run_1/met1.png
Scale: 4 px per um. Supply wires on this layer in grey.
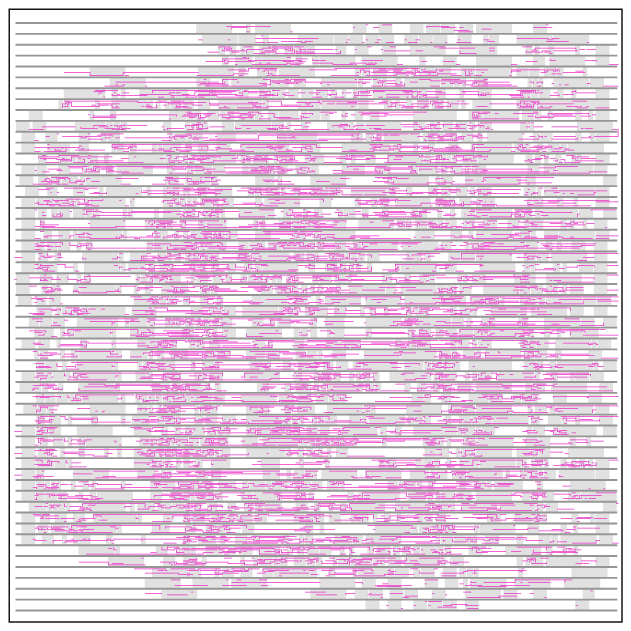
run_1/met3.png
Scale: 2 px per um.
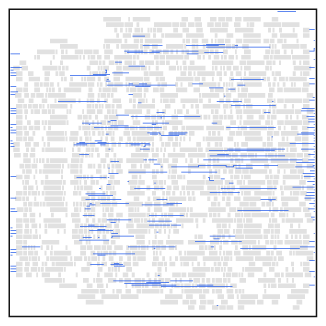
run_1/met4.png
Scale: 3 px per um. Supply wires on this layer in grey.
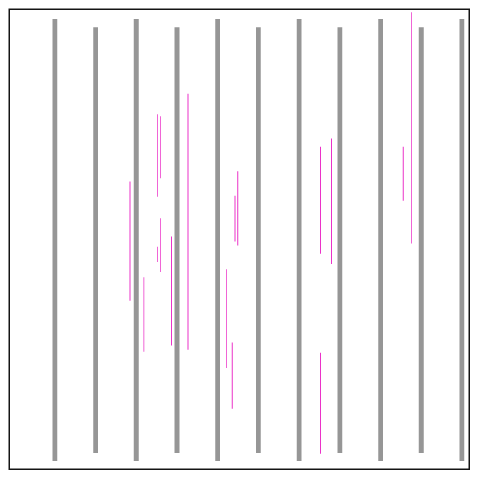
$ cat src/rtl/div_pkg.sv
// Shared constants and FSM state type for the sequential restoring divider.
package div_pkg;

    localparam int DIV_WIDTH = 32;
    localparam int DIV_CNT_W = $clog2(DIV_WIDTH);

    typedef enum logic {
        IDLE = 1'b0,
        BUSY = 1'b1
    } state_t;

endpackage

$ cat src/rtl/div_step.sv
// One restoring division iteration on unsigned magnitudes.
// The partial remainder stays below the divisor (at most 2^(WIDTH-1)),
// so the shifted remainder always fits in WIDTH+1 bits and the sign bit
// of the trial subtraction is a reliable "went negative" indicator.
module div_step
    import div_pkg::*;
#(
    parameter int WIDTH = DIV_WIDTH
) (
    input  logic [WIDTH-1:0] rem_in,
    input  logic [WIDTH-1:0] quo_in,
    input  logic [WIDTH-1:0] div,
    output logic [WIDTH-1:0] rem_out,
    output logic [WIDTH-1:0] quo_out
);

    logic [WIDTH:0] shifted;
    logic [WIDTH:0] trial;

    // Bring the next dividend bit (MSB of the quotient register) into the remainder.
    assign shifted = {rem_in, quo_in[WIDTH-1]};
    assign trial   = shifted - {1'b0, div};

    // Keep the difference when non-negative, otherwise restore.
    assign rem_out = trial[WIDTH] ? shifted[WIDTH-1:0] : trial[WIDTH-1:0];
    assign quo_out = {quo_in[WIDTH-2:0], ~trial[WIDTH]};

endmodule

$ cat src/rtl/sequential_divider.sv
// Signed sequential restoring divider: WIDTH iterations per operation,
// truncating toward zero, with divide-by-zero and overflow flags.
module sequential_divider
    import div_pkg::*;
#(
    parameter int WIDTH = DIV_WIDTH
) (
    input  logic             clk,
    input  logic             reset,
    input  logic             enable,
    input  logic [WIDTH-1:0] A,
    input  logic [WIDTH-1:0] B,
    output logic [WIDTH-1:0] Quo,
    output logic [WIDTH-1:0] Rem,
    output logic             ready,
    output logic             DBZ,
    output logic             OVF
);

    localparam int CW = (WIDTH > 2) ? $clog2(WIDTH) : 1;
    localparam logic [WIDTH-1:0] MIN_VAL = {1'b1, {(WIDTH-1){1'b0}}};

    state_t           state, state_nxt;
    logic [CW-1:0]    cnt;
    logic [WIDTH-1:0] rem_q, quo_q, div_q;
    logic [WIDTH-1:0] rem_nxt, quo_nxt;
    logic [WIDTH-1:0] a_mag, b_mag;
    logic [WIDTH-1:0] quo_fix, rem_fix;
    logic             sign_a, sign_b, ovf_pend;
    logic             div_zero, start, last;

    // Magnitudes; the most negative value maps to 2^(WIDTH-1) as unsigned.
    assign a_mag    = A[WIDTH-1] ? (~A + WIDTH'(1)) : A;
    assign b_mag    = B[WIDTH-1] ? (~B + WIDTH'(1)) : B;
    assign div_zero = (B == '0);
    assign start    = (state == IDLE) && enable && !div_zero;
    assign last     = (state == BUSY) && (cnt == '0);

    div_step #(.WIDTH(WIDTH)) u_step (
        .rem_in  (rem_q),
        .quo_in  (quo_q),
        .div     (div_q),
        .rem_out (rem_nxt),
        .quo_out (quo_nxt)
    );

    // Sign correction of the final step: quotient negated on differing signs,
    // remainder follows the dividend.
    assign quo_fix = ((sign_a ^ sign_b) && (quo_nxt != '0)) ? -quo_nxt : quo_nxt;
    assign rem_fix = sign_a ? -rem_nxt : rem_nxt;

    // State register.
    always_ff @(posedge clk or posedge reset) begin
        if (reset) state <= IDLE;
        else       state <= state_nxt;
    end

    // Next-state and ready decode.
    always_comb begin
        state_nxt = state;
        ready     = 1'b0;
        case (state)
            IDLE: begin
                ready = 1'b1;
                if (start) state_nxt = BUSY;
            end
            BUSY: begin
                if (cnt == '0) state_nxt = IDLE;
            end
            default: state_nxt = IDLE;
        endcase
    end

    // Operand capture, iteration registers and result/flag registers.
    always_ff @(posedge clk or posedge reset) begin
        if (reset) begin
            cnt      <= '0;
            rem_q    <= '0;
            quo_q    <= '0;
            div_q    <= '0;
            sign_a   <= 1'b0;
            sign_b   <= 1'b0;
            ovf_pend <= 1'b0;
            Quo      <= '0;
            Rem      <= '0;
            DBZ      <= 1'b0;
            OVF      <= 1'b0;
        end else if (state == IDLE) begin
            if (enable && div_zero) begin
                DBZ <= 1'b1;
                OVF <= 1'b0;
                Quo <= '0;
                Rem <= A;
            end else if (start) begin
                rem_q    <= '0;
                quo_q    <= a_mag;
                div_q    <= b_mag;
                sign_a   <= A[WIDTH-1];
                sign_b   <= B[WIDTH-1];
                ovf_pend <= (A == MIN_VAL) && (B == '1);
                DBZ      <= 1'b0;
                OVF      <= 1'b0;
                cnt      <= CW'(WIDTH - 1);
            end
        end else begin
            rem_q <= rem_nxt;
            quo_q <= quo_nxt;
            cnt   <= cnt - CW'(1);
            if (last) begin
                Quo <= quo_fix;
                Rem <= rem_fix;
                OVF <= ovf_pend;
            end
        end
    end

endmodule

$ cat config.mk
export PLATFORM = sky130hd
export DESIGN_NAME = sequential_divider
export DESIGN_NICKNAME = d
export VERILOG_FILES = /design/src/rtl/div_pkg.sv /design/src/rtl/div_step.sv /design/src/rtl/sequential_divider.sv
export SDC_FILE = /design/constraint.sdc
export NUM_CORES = 1
export LEC_CHECK = 0
export CAP_MARGIN = 20
export CORE_UTILIZATION = 53
export CTS_BUF_LIST = sky130_fd_sc_hd__clkbuf_8
export DETAILED_ROUTE_END_ITERATION = 8
export GPL_ROUTABILITY_DRIVEN = 0
export MAX_ROUTING_LAYER = met4
export PLACE_DENSITY_LB_ADDON = 0.15
export SETUP_SLACK_MARGIN = 0.02
export SLEW_MARGIN = 30
export SYNTH_ARGS = -nofsm -noshare
export SYNTH_HDL_FRONTEND = slang
export SYNTH_SLANG_ARGS = --single-unit
$ cat constraint.sdc
create_clock -name clk -period 5.5 [get_ports clk]
set_input_delay 0.825 -clock clk [delete_from_list [all_inputs] [get_ports clk]]
set_output_delay 0.825 -clock clk [all_outputs]
set_load 0.02 [all_outputs]
==> results.txt, run 1 <==
Main metrics from the flow reports.

The flow ran to the end, and the final reports show no timing, DRC or antenna violations. The timing report gives the worst reg2reg path a setup slack of ~960 ps. The met3 track utilization from global routing came out at 0.0337. The global routing report lists combined usage of all routing layers as 0.277. The cell that appears most often on the critical path is sky130_fd_sc_hd__nand2_1. The number of CTS-inserted buffers came out at 17. The count of flip-flops with a built-in enable after synthesis is 0. The routed metal-1 wire length is 14.2 mm. The maximum clock frequency is about 220 MHz.

The highest-utilization routing layer at the global route stage is met2. The tally of nets with antenna violations remaining after routing came out at 0. The total setup violations reported at the end of the flow is 0. For this design the top-level I/O count stands at 134.

The number of different library cells in the post-synthesis netlist is 78. For hold timing, the worst endpoint is Quo[22]. The post-synthesis cell area is 12,100 sq um. The signal on the critical path passes through ha_1 > and3_1 > nand2_1 > or4_1 > a21oi_1 > nor2_1 > xnor2_4 > inv_2 > ha_1 > nand3_1 > nor2_1 > nand2_1 > o31a_1 > o21ai_1 > nand2_1 > xnor2_1 > o21ai_0. The final design instance area without fill is 14,000 sq um. The number of antenna violations at the first check in global routing is 1. Per the detail_route report, vias per standard cell equal ~6. The cell sitting at the root of the clock tree is a sky130_fd_sc_hd__clkbuf_8. The met1 usage in global routing is 0.380. On the final layout, the worst clock skew is 16.2 ps. In the setup report, the worst path falls into the class reg2reg. The quantity of I/O buffers inserted on ports is roughly 130. The share of final-layout standard cells stronger than drive strength 1 came out at 0.0574. The net total in the final layout is 1,644. The routed length on met3 came out at 1.72 mm. The wire-length estimate of the detail-placed layout is 23.2 mm. The final layout reports a setup TNS of 0 ps. The wire length of the first global-routing pass is 50.6 mm. In the post-synthesis netlist, the biggest area contributors are sky130_fd_sc_hd__dfrtp_1 (35%), sky130_fd_sc_hd__o21ai_0 (6.9%), sky130_fd_sc_hd__nand2_1 (5.9%), sky130_fd_sc_hd__xnor2_1 (5.5%), sky130_fd_sc_hd__xor2_1 (4.8%). The count of max-cap constraint violations came out at 0. The final cycle utilization of the critical path is 0.826.

The post-CTS resize count came out at 0. The cell count listed in synth_stat.txt is ~1.5k.

The final hold violation count is 0. The warning total across the stage logs came out at 28. Per the synth stats, the proportion of register bits with asynchronous set or reset is 1.00. The CTS sink count came out at approximately 170. Each instance of the synthesized netlist takes up on average 8.31 sq um. The synthesis warning total is 0. The time the final worst path needs with I/O delays and setup is 4540 ps.

The die boundary height came out at 153 um. The clock tree from TritonCTS is yes. The data required time at the worst endpoint came out at 5890 ps. Per STA, the endpoint of the critical path is Quo[29].

The launch point of the worst min-delay path is recorded as Quo[22]. The number of design rule violations left after detail routing is 0. Measured along the x axis, the die boundary spans 153 um. The category of the worst setup path launch point is a flip-flop. Per the cell usage report, the commonest logic cells after layout are sky130_fd_sc_hd__nand2_1 (191), sky130_fd_sc_hd__dfrtp_1 (170), sky130_fd_sc_hd__o21ai_0 (166), sky130_fd_sc_hd__clkdlybuf4s50_1 (132), sky130_fd_sc_hd__nor2_1 (111). The number of hold buffers added after CTS was 0. The maximum number of pins on one net before global-route repair is 98. The die area is roughly 23,000 sq um.

sky130_fd_sc_hd__dfrtp_1 takes more of the synthesized area than any other cell. The post-CTS setup-driven buffer insertion count is 0. In this run, the number of DRC markers left after iteration 0 of detailed routing was between 900 and 1k. The worst hold margin is 483 ps. The number of rows created at floorplan came out at 54.

The uppermost signal routing layer after detailed routing is met4. The synthesized instance count is 1,452. The type of element capturing the critical path is a flip-flop. The post-synthesis sequential element count came out at approximately 170. The number of instances in the placed design is around 1.8k. The area fraction of the largest cell type after synthesis is 0.355. In the detailed route, the total length drawn on met2 is 14.1 mm.

The placeable core region is 22,100 sq um. By count the netlist is led by sky130_fd_sc_hd__nand2_1 (191), sky130_fd_sc_hd__dfrtp_1 (171), sky130_fd_sc_hd__o21ai_0 (166), sky130_fd_sc_hd__nor2_1 (112), sky130_fd_sc_hd__a21oi_1 (99). The per-cell routed wire length is 16.7 um. The actual transition at the worst max-transition pin is 892 ps. The relative area change from synthesis to final layout is 15.9%.

The instance count along the most critical hold path is 2. Per STA, the highest per-stage delay on the worst path measures a little under 600 ps. According to the timing report, the critical path is launched from rem_q[23].

On the reported timing paths, the clock transition at the registers reads 100 ps. Looking at the cell usage after synthesis, the top flip-flop cell is sky130_fd_sc_hd__dfrtp_1. Among all cell types in the netlist, the one instantiated most often is sky130_fd_sc_hd__nand2_1. The endpoint of the most critical register-to-register path is Quo[29]. The number of levels the H-tree was split into is 4.

The net count after synthesis came out at 1,559. For this run, the number of standard cells in the final layout without fillers is 1,831. Max-slew check failures listed in the final report amount to 0.

Setup repair after global routing left no endpoint under its margin. The post-synthesis chip area from yosys came out at between 10,000 and 15,000 sq um. The maximum fanout count along the critical path came out at 14.
Back to the opening pictures, met1.png:
main direction = horizontal
share of all routed wire = 46%
wire length on this layer = 14,200 um

Back to the opening pictures, met3.png:
wire length on this layer = 1,720 um
longest straight run = 49.2 um
total via count in the routed design: 10.9k
final routed wirelength across all metal layers: 30.6 mm

Back to the opening pictures, met4.png:
wire length on this layer = 554 um
main direction = vertical
share of all routed wire = 1.8%

## run 1: critical path: cells and delay by family, from the launching register on
family / cells / cell delay [ps]
and+or+nand+nor: 8 / 1730
AOI/OAI and AO/OA: 4 / 1060
adders and majority gates: 2 / 730
DFF: 1 / 460
xor gates and xnor gates: 2 / 270
buffers and inverters: 1 / 190
## run 1: cell type report
type	count	area (sq um)
repair buffers	151	1490
fillers	2004	8120
clock buffers	17	234
well taps	280	350
clock inverters	15	191
inverters	57	219
multi-input cells	1139	7210
flip-flops and latches	171	4280
diodes	1	2.50
## run 1: sequential cells by signal, indices dropped and copies added (netlist names)
signal	flops
DBZ	1
OVF	1
Quo	32
Rem	32
cnt	5
div_q	32
ovf_pend	1
quo_q	32
rem_q	32
sign_a	1
sign_b	1
state	1
## run 1: per-stage QoR
| step | utilization | setup WS (ps) |
|---|---|---|
| floorplan | - | 43.2 |
| global placement | 0.612 | 637 |
| detailed placement | 0.612 | 574 |
| CTS | 0.632 | 980 |
| global route | 0.632 | 507 |
| finish | 0.632 | 957 |
## run 1: cell families after synthesis
logic type / Yosys count / synth area share
AOI/OAI and AO/OA: 447 / 0.234
xor gates and xnor gates: 143 / 0.104
adders and majority gates: 40 / 0.0421
buffers and inverters: 142 / 0.0498
DFF: 171 / 0.355
muxes: 30 / 0.0253
and+or+nand+nor: 479 / 0.189
--- run 2 (diff from run 1) ---
Clock period 5.5 ns to 4 ns, I/O delays scaled along.
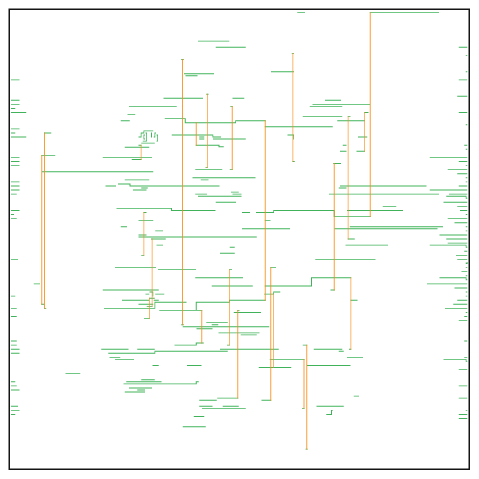
run_2/metal_stack.png
Scale: 3 px per um. Two of the layers only.
orange -> met4  # wire length 766 um
green -> met3  # wire length 1,660 um
total via count in the routed design: 11.4k
global routing usage summed across all routing layers: 0.293
DR WL/cell: 16.9 um

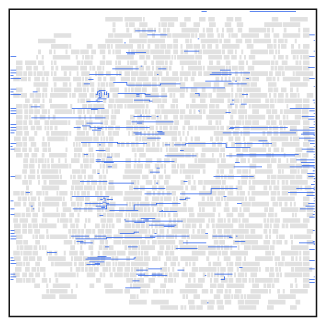
run_2/met3.png
Scale: 2 px per um.
wire length on this layer = 1,660 um
nets with wire on the layer = 206
main direction = horizontal
share of all routed wire = 5.1%
met3 track utilization from global routing: 0.0320
final routed wirelength across all metal layers: 32.7 mm

==> run 2 against run 1 <==
Sequential share of layout area fell by 2.1 points. Critical path depth stayed put. Wire length increased by 6.8%. First-iteration DRC count decreased by 7.7%. Synthesized cell count stayed put. Final area is 7.2% higher. Register-to-register slack worse by 810 ps. Count of clock-buffer cells in the layout up 1.
==> results.txt, run 2 <==
Main metrics from the flow reports.

The placeable core region is 22,100 sq um (unchanged). The net total in the final layout came out at 1,749 (+6.4%). After global routing, the most crowded layer is met2. The final hold violation count is 0 (unchanged). The actual transition at the worst max-transition pin is 796 ps (-96.9 ps).

The maximum clock frequency came out at 259 MHz (+18%). The net count after synthesis came to 1,559 (unchanged). The clock-pin slew reported for the worst setup and hold paths after clock tree synthesis is 110 ps (about the same).

By area the synthesized netlist is led by sky130_fd_sc_hd__dfrtp_1 (35%), sky130_fd_sc_hd__o21ai_0 (6.9%), sky130_fd_sc_hd__nand2_1 (5.9%), sky130_fd_sc_hd__xnor2_1 (5.5%), sky130_fd_sc_hd__xor2_1 (4.8%). The capture point of the critical path is Rem[29]. The timing report shows the most common cell along the critical path to be sky130_fd_sc_hd__buf_4.

In the setup report, the worst path falls into the class reg2reg. The met2 track demand over resource is 0.477. The data required time at the worst endpoint was 4350 ps (-1540 ps). The largest stage delay on the critical path came out at 410 ps (-180 ps). The total negative slack came out at 0 ps (unchanged). The dominant synthesized flop cell is sky130_fd_sc_hd__dfrtp_1.

The wire length on met2 came out at 15.5 mm (+10%). STA classifies the critical path endpoint as a flip-flop. Looking at the reg2reg group, the worst path starts from quo_q[31].

The maximum fanout count along the critical path is 6 (-8). The die boundary height came out at 153 um (unchanged). The post-synthesis sequential area ratio came out at 0.355.

The number of design rule violations left after detail routing came out at 0 (unchanged). The number of diodes added for antenna fixing came to 0 (-1). The data arrival time of the critical path is 4210 ps.

The worst reg-to-reg path cell count is 17. The launching element of the worst setup path is quo_q[31]. The routed metal-1 wire length was 14.7 mm (+3.4%).

The maximum number of pins on one net before global-route repair is 81 (-17%). The synthesis warning total came out at 0 (unchanged). In the synthesized netlist, the dominant kind of combinational cell is AND-OR/OR-AND gates. The post-synthesis cell area came out at 12,100 sq um (unchanged). The run finished with clean final reports. The HPWL after detailed placement came to 25.2 mm (+8.6%).

The total stage count of the critical path came to 17 (unchanged). The number of global-route vias before repair is approximately 11k.

The library cell with the largest summed area after synthesis is sky130_fd_sc_hd__dfrtp_1. The clock tree buffer depth came out at 2. The die area is 23,400 sq um (unchanged). The share of final-layout standard cells stronger than drive strength 1 is 0.128 (+0.0707).

The quantity of I/O buffers inserted on ports came out at 133 (unchanged). The post-synthesis instance total is 1,452 (unchanged).

The endpoint of the worst hold path is Quo[28]. The number of levels the H-tree was split into came out at 4 (unchanged). The number of rows created at floorplan came out at 54 (unchanged). Setup repair after global routing could not meet its margin everywhere. The worst clock skew came out at 19.6 ps (+3.40 ps). The warning total across the stage logs came out at 29 (+3.6%). The post-detailed-route via-to-cell ratio came out at 5.88 (-0.86%). The clock tree from TritonCTS is yes. The worst hold margin came out at 487 ps (+4.82 ps).

The boundary pin count was 134 (unchanged). The CTS sink count is 171 (unchanged). The number of pins with negative max-slew slack in the final report is 0 (unchanged). The post-synthesis async set-or-reset flop share is 1.00 (unchanged). By instance count after routing, the leading logic cell types are sky130_fd_sc_hd__nand2_1 (190), sky130_fd_sc_hd__dfrtp_1 (170), sky130_fd_sc_hd__o21ai_0 (160), sky130_fd_sc_hd__clkdlybuf4s50_1 (132). The number of different library cells in the post-synthesis netlist came out at 78 (unchanged). The most common cell in the synthesized netlist is sky130_fd_sc_hd__nand2_1.

The count of buffering cells on the critical path with inverters included is 4 (+3). The post-synthesis chip area from yosys is 12,100 sq um (unchanged). The number of instances in the placed design was 1,902 (+5.8%). The area fraction in compound gates is 0.234 (unchanged).

For reference, the top cells by count after synthesis are sky130_fd_sc_hd__nand2_1 (191), sky130_fd_sc_hd__dfrtp_1 (171), sky130_fd_sc_hd__o21ai_0 (166), sky130_fd_sc_hd__nor2_1 (112), sky130_fd_sc_hd__a21oi_1 (99). The final cycle utilization of the critical path came out at 0.964 (+0.138). The count of max-cap constraint violations is 0 (unchanged). The instance count along the most critical hold path is 2 (unchanged).

The clock root buffer master is sky130_fd_sc_hd__clkbuf_8. The worst hold path belongs to the class reg2reg. The tally of nets with antenna violations remaining after routing came out at 0 (unchanged).

The total congestion overflow came out at 0. In this run the critical path is formed by inv_1 > ha_1 > fa_1 > nand2b_4 > a211oi_4 > buf_4 > o21ai_1 > a21oi_2 > o21ai_1 > o41ai_2 > buf_4 > nor2_1 > buf_4 > o31a_1 > o31ai_2 > xor2_1 > a21oi_1. The area fraction in and, or, nand and nor cells is 0.189 (unchanged).

The total of fill cells in the finished design came out at 1,847 (-7.8%). The post-synthesis sequential element count came out at 171 (unchanged).

The total setup violations reported at the end of the flow was 0 (unchanged). The category of the worst setup path launch point is a flip-flop. The wire length of the first global-routing pass came out at 54.0 mm (+6.7%). The number of antenna violations at the first check in global routing came to 0 (-1).

The clock latency reported for the late side of the worst-skew pair is 480 ps. The endpoint of the most critical register-to-register path is Rem[29]. The die outline width is 153 um (unchanged).

The routed length on met3 was 1.66 mm (-3.8%). The met1 usage in global routing is 0.384 (+0.00412). The register-to-register setup slack is 140 ps (-810 ps). The cell count listed in synth_stat.txt was 1,452 (unchanged). The DRC violation total after the first TritonRoute iteration came out at 859 (-7.7%).

The iteration count recorded for the first detailed-route pass is 5. The post-synthesis average cell area came out at 8.31 sq um (unchanged). The post-route core utilization is 0.678 (+0.0456). The time the final worst path needs with I/O delays and setup is 3860 ps (-688 ps). The relative area change from synthesis to final layout is 24.2%. The worst slew margin relative to its limit came out at 0.469.

The adder and majority gate portion of the synthesized area is 0.0421 (unchanged). The proportion of netlist area held by the largest area contributor is 0.355 (unchanged). At the floorplan stage, the core utilization is reported as 0.546.

The count of flip-flops with a built-in enable after synthesis is 0 (unchanged). The filler-free cell count of the finished design came to 1,935 (+5.7%). Per the detail_route log, the uppermost layer with routed signals is met4. Grouping stages by cell kind, the critical path spends the most delay in AND-OR/OR-AND gates. The most instantiated logic cell after routing is sky130_fd_sc_hd__nand2_1. The number of CTS-inserted buffers is 17 (unchanged).

The post-cts hold buffer count is 0 (unchanged). Per the STA report, the cell with the highest stage delay on the worst path is sky130_fd_sc_hd__fa_1. STA lists the startpoint of the worst hold path as Quo[28].

The xor/xnor share of the synthesized area is 0.104 (unchanged). The post-synthesis mux area share is 0.0253 (unchanged).
run 2: netlist changes by cell type in the layout (fill, tap and decap cells not counted), moves of 3 or more:
cell,delta
sky130_fd_sc_hd__a21oi_1,-3
sky130_fd_sc_hd__a21oi_2,+3
sky130_fd_sc_hd__buf_12,+12
sky130_fd_sc_hd__buf_4,+93
sky130_fd_sc_hd__bufinv_16,-3
sky130_fd_sc_hd__inv_6,+3
sky130_fd_sc_hd__o21ai_0,-6
sky130_fd_sc_hd__o21ai_1,+6
sky130_fd_sc_hd__o31ai_1,-4
sky130_fd_sc_hd__o31ai_2,+4
run 2: logic make-up after synthesis:
group,after synthesis
DFF,171
adders and majority gates,40
xor gates and xnor gates,143
AOI/OAI and AO/OA,447
muxes,30
and+or+nand+nor,479
buffers and inverters,142
run 2: worst register-to-register path, delay by kind of cell, from the launching register on:
family / cells / cell delay [ps]
flops: 1 / 360
fa+ha+maj: 2 / 630
buf+inv: 4 / 560
compound gates: 8 / 1740
simple gates: 2 / 250
xor+xnor: 1 / 200
run 2: timing repair:
item / 4_1_cts / 5_1_grt
endpoints found under the setup margin: 10 / 38
resized: 1 / 20
setup buffers: 0 / 1
pin swaps: 0 / 6
run 2: area by class of cell:
cell class / instances / area (sq um) / share of cell area
clock buffer: 18 / 248 / 0.0165
timing repair buffer: 256 / 2420 / 0.162
inverter: 57 / 220 / 0.0147
multi-input combinational: 1139 / 7320 / 0.488
tap: 280 / 350 / 0.0234
clock inverter: 14 / 140 / 0.00936
sequential: 171 / 4280 / 0.286
run 2: stage by stage:
step	cell area, sq um	setup WS, ps
6_report	15000	144
4_1_cts	14900	20.8
5_1_grt	15000	0.0715
2_1_floorplan	12100	50.3
3_5_place_dp	14500	-334
3_3_place_gp	14500	-262
